Fig. 1: the metal 1 layer
Drawn at 1 px/um. Supply wires on this layer in gray.
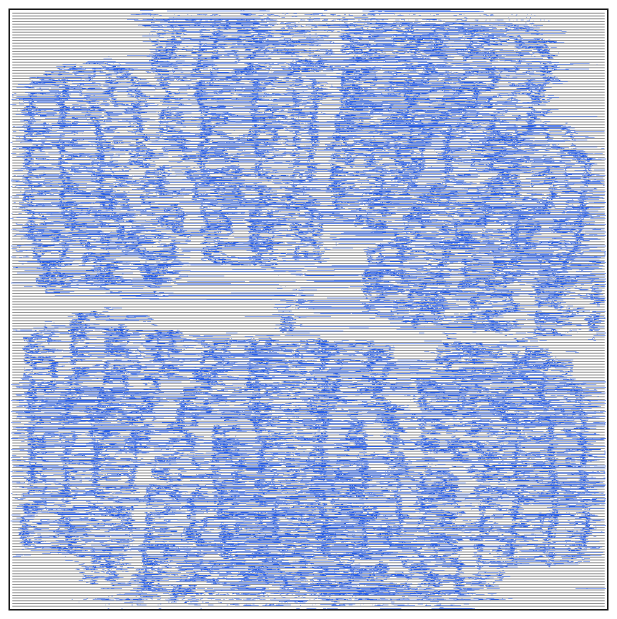
Fig. 2: metal 2
Drawn at 1 px/um.
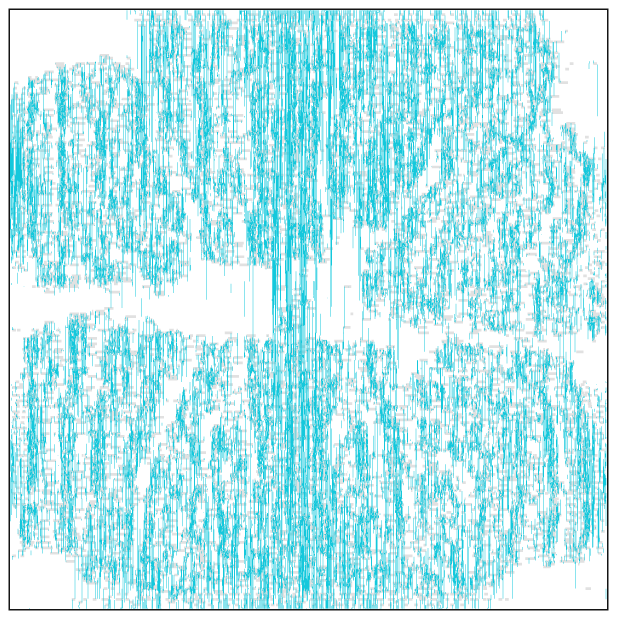
`src/rtl/psum_pkg.sv`:
```
// Shared types, default geometry and sign-extension helper for the partial-sum collector.
package psum_pkg;

    typedef enum logic {
        ST_ACC   = 1'b0,
        ST_DRAIN = 1'b1
    } state_t;

    localparam int O_DEF      = 32;
    localparam int K_DEF      = 22;
    localparam int ACC_W_DEF  = 32;
    localparam int TILE_W_DEF = 8;

    function automatic logic [ACC_W_DEF-1:0] sext(input logic [K_DEF-1:0] x);
        return {{(ACC_W_DEF-K_DEF){x[K_DEF-1]}}, x};
    endfunction

endpackage

```
`src/rtl/psum_collector_if.sv`:
```
// Capture bus from the MAC array plus the valid/ready output stream toward writeback.
interface psum_collector_if #(
    parameter int O     = 32,
    parameter int K     = 22,
    parameter int ACC_W = 32
);
    localparam int IDX_W = $clog2(O);

    logic [K*O-1:0]   partial;
    logic [O-1:0]     vld;
    logic             in_ready;
    logic             out_valid;
    logic             out_ready;
    logic [ACC_W-1:0] out_data;
    logic [IDX_W-1:0] out_idx;
    logic             out_last;

    modport master (
        output partial, vld, out_ready,
        input  in_ready, out_valid, out_data, out_idx, out_last
    );

    modport slave (
        input  partial, vld, out_ready,
        output in_ready, out_valid, out_data, out_idx, out_last
    );

endinterface

```
`src/rtl/psum_lane.sv`:
```
// One signed accumulator lane: synchronous clear wins over add; sums wrap modulo 2^ACC_W.
module psum_lane
    import psum_pkg::*;
#(
    parameter int K     = K_DEF,
    parameter int ACC_W = ACC_W_DEF
) (
    input  logic             clk,
    input  logic             rstn,
    input  logic             clr_i,
    input  logic             add_i,
    input  logic [K-1:0]     part_i,
    output logic [ACC_W-1:0] acc_o
);

    logic [ACC_W-1:0] acc_q;

    always_ff @(posedge clk or negedge rstn) begin
        if (!rstn) begin
            acc_q <= '0;
        end else if (clr_i) begin
            acc_q <= '0;
        end else if (add_i) begin
            acc_q <= acc_q + sext(part_i);
        end
    end

    assign acc_o = acc_q;

endmodule

```
`src/rtl/psum_collector.sv`:
```
// Accumulates O lanes over num_tiles captures, then streams O sums one per handshake; capture
// stalls (in_ready=0) while draining, drain holds its word under out_ready=0. Macro: PSUM_RELU_EN.
module psum_collector
    import psum_pkg::*;
#(
    parameter int O      = O_DEF,
    parameter int K      = K_DEF,
    parameter int ACC_W  = ACC_W_DEF,
    parameter int TILE_W = TILE_W_DEF
) (
    input  logic              clk,
    input  logic              rstn,
    input  logic [TILE_W-1:0] num_tiles,
    psum_collector_if.slave   bus,
    output logic              err_ovf,
    output logic              err_align
);

    localparam int IDX_W = $clog2(O);

    state_t            state_q, state_d;
    logic [TILE_W-1:0] tile_cnt_q, tile_cnt_d;
    logic [TILE_W-1:0] tiles_q, tiles_d;
    logic [TILE_W-1:0] eff_tiles;
    logic [IDX_W-1:0]  idx_q, idx_d;
    logic              err_ovf_q, err_ovf_d;
    logic              err_align_q, err_align_d;
    logic              all_v, part_v, in_rdy, cap, clr;
    logic [ACC_W-1:0]  acc [O];
    logic [ACC_W-1:0]  acc_sel;

    assign all_v  = &bus.vld;
    assign part_v = (|bus.vld) && !all_v;
    assign in_rdy = (state_q == ST_ACC);
    assign cap    = all_v && in_rdy;

    // The tile count is only sampled on the first tile so mid-pixel changes are ignored.
    assign eff_tiles = (tile_cnt_q != '0)   ? tiles_q :
                       (num_tiles  == '0)   ? TILE_W'(1) : num_tiles;

    always_comb begin
        state_d     = state_q;
        tile_cnt_d  = tile_cnt_q;
        tiles_d     = tiles_q;
        idx_d       = idx_q;
        clr         = 1'b0;
        err_ovf_d   = err_ovf_q | (all_v && !in_rdy);
        err_align_d = err_align_q | part_v;
        case (state_q)
            ST_ACC: begin
                if (cap) begin
                    tiles_d = eff_tiles;
                    if (tile_cnt_q == eff_tiles - TILE_W'(1)) begin
                        tile_cnt_d = '0;
                        state_d    = ST_DRAIN;
                    end else begin
                        tile_cnt_d = tile_cnt_q + TILE_W'(1);
                    end
                end
            end
            ST_DRAIN: begin
                if (bus.out_ready) begin
                    if (idx_q == IDX_W'(O-1)) begin
                        idx_d   = '0;
                        clr     = 1'b1;
                        state_d = ST_ACC;
                    end else begin
                        idx_d = idx_q + IDX_W'(1);
                    end
                end
            end
            default: state_d = ST_ACC;
        endcase
    end

    always_ff @(posedge clk or negedge rstn) begin
        if (!rstn) begin
            state_q     <= ST_ACC;
            tile_cnt_q  <= '0;
            tiles_q     <= '0;
            idx_q       <= '0;
            err_ovf_q   <= 1'b0;
            err_align_q <= 1'b0;
        end else begin
            state_q     <= state_d;
            tile_cnt_q  <= tile_cnt_d;
            tiles_q     <= tiles_d;
            idx_q       <= idx_d;
            err_ovf_q   <= err_ovf_d;
            err_align_q <= err_align_d;
        end
    end

    for (genvar g = 0; g < O; g++) begin : g_lane
        psum_lane #(.K(K), .ACC_W(ACC_W)) u_lane (
            .clk    (clk),
            .rstn   (rstn),
            .clr_i  (clr),
            .add_i  (cap),
            .part_i (bus.partial[K*g +: K]),
            .acc_o  (acc[g])
        );
    end

    assign acc_sel = acc[idx_q];

`ifdef PSUM_RELU_EN
    assign bus.out_data = acc_sel[ACC_W-1] ? '0 : acc_sel;
`else
    assign bus.out_data = acc_sel;
`endif

    assign bus.in_ready  = in_rdy;
    assign bus.out_valid = (state_q == ST_DRAIN);
    assign bus.out_idx   = idx_q;
    assign bus.out_last  = (state_q == ST_DRAIN) && (idx_q == IDX_W'(O-1));
    assign err_ovf       = err_ovf_q;
    assign err_align     = err_align_q;

endmodule

```
`src/flat_wrapper.sv`:
```
// flat-port wrapper written by rule: the top's interface ports become plain ports
module psum_collector_flat import psum_pkg::*;
#(
    parameter int O      = O_DEF,
    parameter int K      = K_DEF,
    parameter int ACC_W  = ACC_W_DEF,
    parameter int TILE_W = TILE_W_DEF
)
  (clk, rstn, num_tiles, err_ovf, err_align, bus_partial, bus_vld, bus_out_ready, bus_in_ready, bus_out_valid, bus_out_data, bus_out_idx, bus_out_last);
  psum_collector_if #(.O(O), .K(K), .ACC_W(ACC_W)) bus_i ();
  input  logic clk;
  input  logic rstn;
  input  logic [TILE_W-1:0] num_tiles;
  output logic err_ovf;
  output logic err_align;
  input wire logic [$bits(bus_i.partial)-1:0] bus_partial;
  input wire logic [$bits(bus_i.vld)-1:0] bus_vld;
  input wire logic [$bits(bus_i.out_ready)-1:0] bus_out_ready;
  output wire logic [$bits(bus_i.in_ready)-1:0] bus_in_ready;
  output wire logic [$bits(bus_i.out_valid)-1:0] bus_out_valid;
  output wire logic [$bits(bus_i.out_data)-1:0] bus_out_data;
  output wire logic [$bits(bus_i.out_idx)-1:0] bus_out_idx;
  output wire logic [$bits(bus_i.out_last)-1:0] bus_out_last;
  assign bus_i.partial = bus_partial;
  assign bus_i.vld = bus_vld;
  assign bus_i.out_ready = bus_out_ready;
  assign bus_in_ready = bus_i.in_ready;
  assign bus_out_valid = bus_i.out_valid;
  assign bus_out_data = bus_i.out_data;
  assign bus_out_idx = bus_i.out_idx;
  assign bus_out_last = bus_i.out_last;
  psum_collector #(.O(O), .K(K), .ACC_W(ACC_W), .TILE_W(TILE_W)) u_core (.clk(clk), .rstn(rstn), .num_tiles(num_tiles), .bus(bus_i), .err_ovf(err_ovf), .err_align(err_align));
endmodule
```
`config.mk`:
```
export PLATFORM = sky130hd
export DESIGN_NAME = psum_collector_flat
export DESIGN_NICKNAME = d
export VERILOG_FILES = /design/src/rtl/psum_pkg.sv /design/src/rtl/psum_collector_if.sv /design/src/rtl/psum_lane.sv /design/src/rtl/psum_collector.sv /design/src/flat_wrapper.sv
export SDC_FILE = /design/constraint.sdc
export NUM_CORES = 2
export LEC_CHECK = 0
export CAP_MARGIN = 20
export CORE_AREA = 2 2 595 597
export DETAILED_ROUTE_END_ITERATION = 12
export DIE_AREA = 0 0 597 599
export PLACE_DENSITY_LB_ADDON = 0.08
export SYNTH_ARGS = -nofsm -noshare
export SYNTH_HDL_FRONTEND = slang
export SYNTH_HIERARCHICAL = 1
export SYNTH_SLANG_ARGS = --single-unit
```
`constraint.sdc`:
```
create_clock -name clk -period 11.7 [get_ports clk]
set_clock_uncertainty 0.2 [all_clocks]
set_input_delay 2.34 -clock clk [delete_from_list [all_inputs] [get_ports clk]]
set_output_delay 2.34 -clock clk [all_outputs]
set_load 0.02 [all_outputs]
```
==> flow_summary.ini <==
; yosys + openroad results
[power]
p_sw_mw = 3.57
top_power_group = the clock network
switching_share_pct = 31.5

[final_layout]
final_util_pct = 34.9
comb_share_pct = 61.1
largest_reg_flops = 1024
lay_top_count = nor2_1

[clocking]
cts_tree = built
cts-buffers-inserted = 160
numClockSinks = 1048
cts_root_buf = clkbuf_16
hold_buffers = 0

[yosys]
synth-seq-area-share_pct = 25.0
postSynthCellCount = 11700
ys_chip_area_um2 = 105000
top_cells_by_count = nor2_1, dfrtp_1, ha_1, a21oi_1, nand2_1
ys_sh_simple_pct = 16.8
synthMuxAreaShare_pct = 11.6
async_reset_ff_share_pct = 100

[floorplanning]
taps = 4620
fp-utilization_pct = 29.9

[final_timing]
relSlewSlack_pct = 30.1
tightestPinTransition_ns = 1.05
hold_violations = 0
fin_hold_ws_ns = 0.281

[placement]
placed_cell_area_um2 = 117000
place.gp.congestion = 0.994

[global_routing]
grt_max_degree = 166

[status]
outcome = completed

[routing]
drtIter0Drc = 7357

[critical_path]
critPathSlowestCell = dfrtp_4
cp-startpoint = u_core/bus.out_idx[1]$_DFFE_PN0P_
critPathKind = register to output pin
reg2reg_to = u_core/g_lane[25].u_lane/acc_o[31]$_DFFE_PN0P_

[run]
log.warning_count = 79
Back to the opening pictures, Fig. 1:
longest straight run = 236 um
main direction = horizontal
nets with wire on the layer = 13429

Back to the opening pictures, Fig. 2:
nets with wire on the layer = 11962
share of all routed wire = 45%
met2 global-route usage: 38.8%
Via Count: 98100
WL final: 460000 um

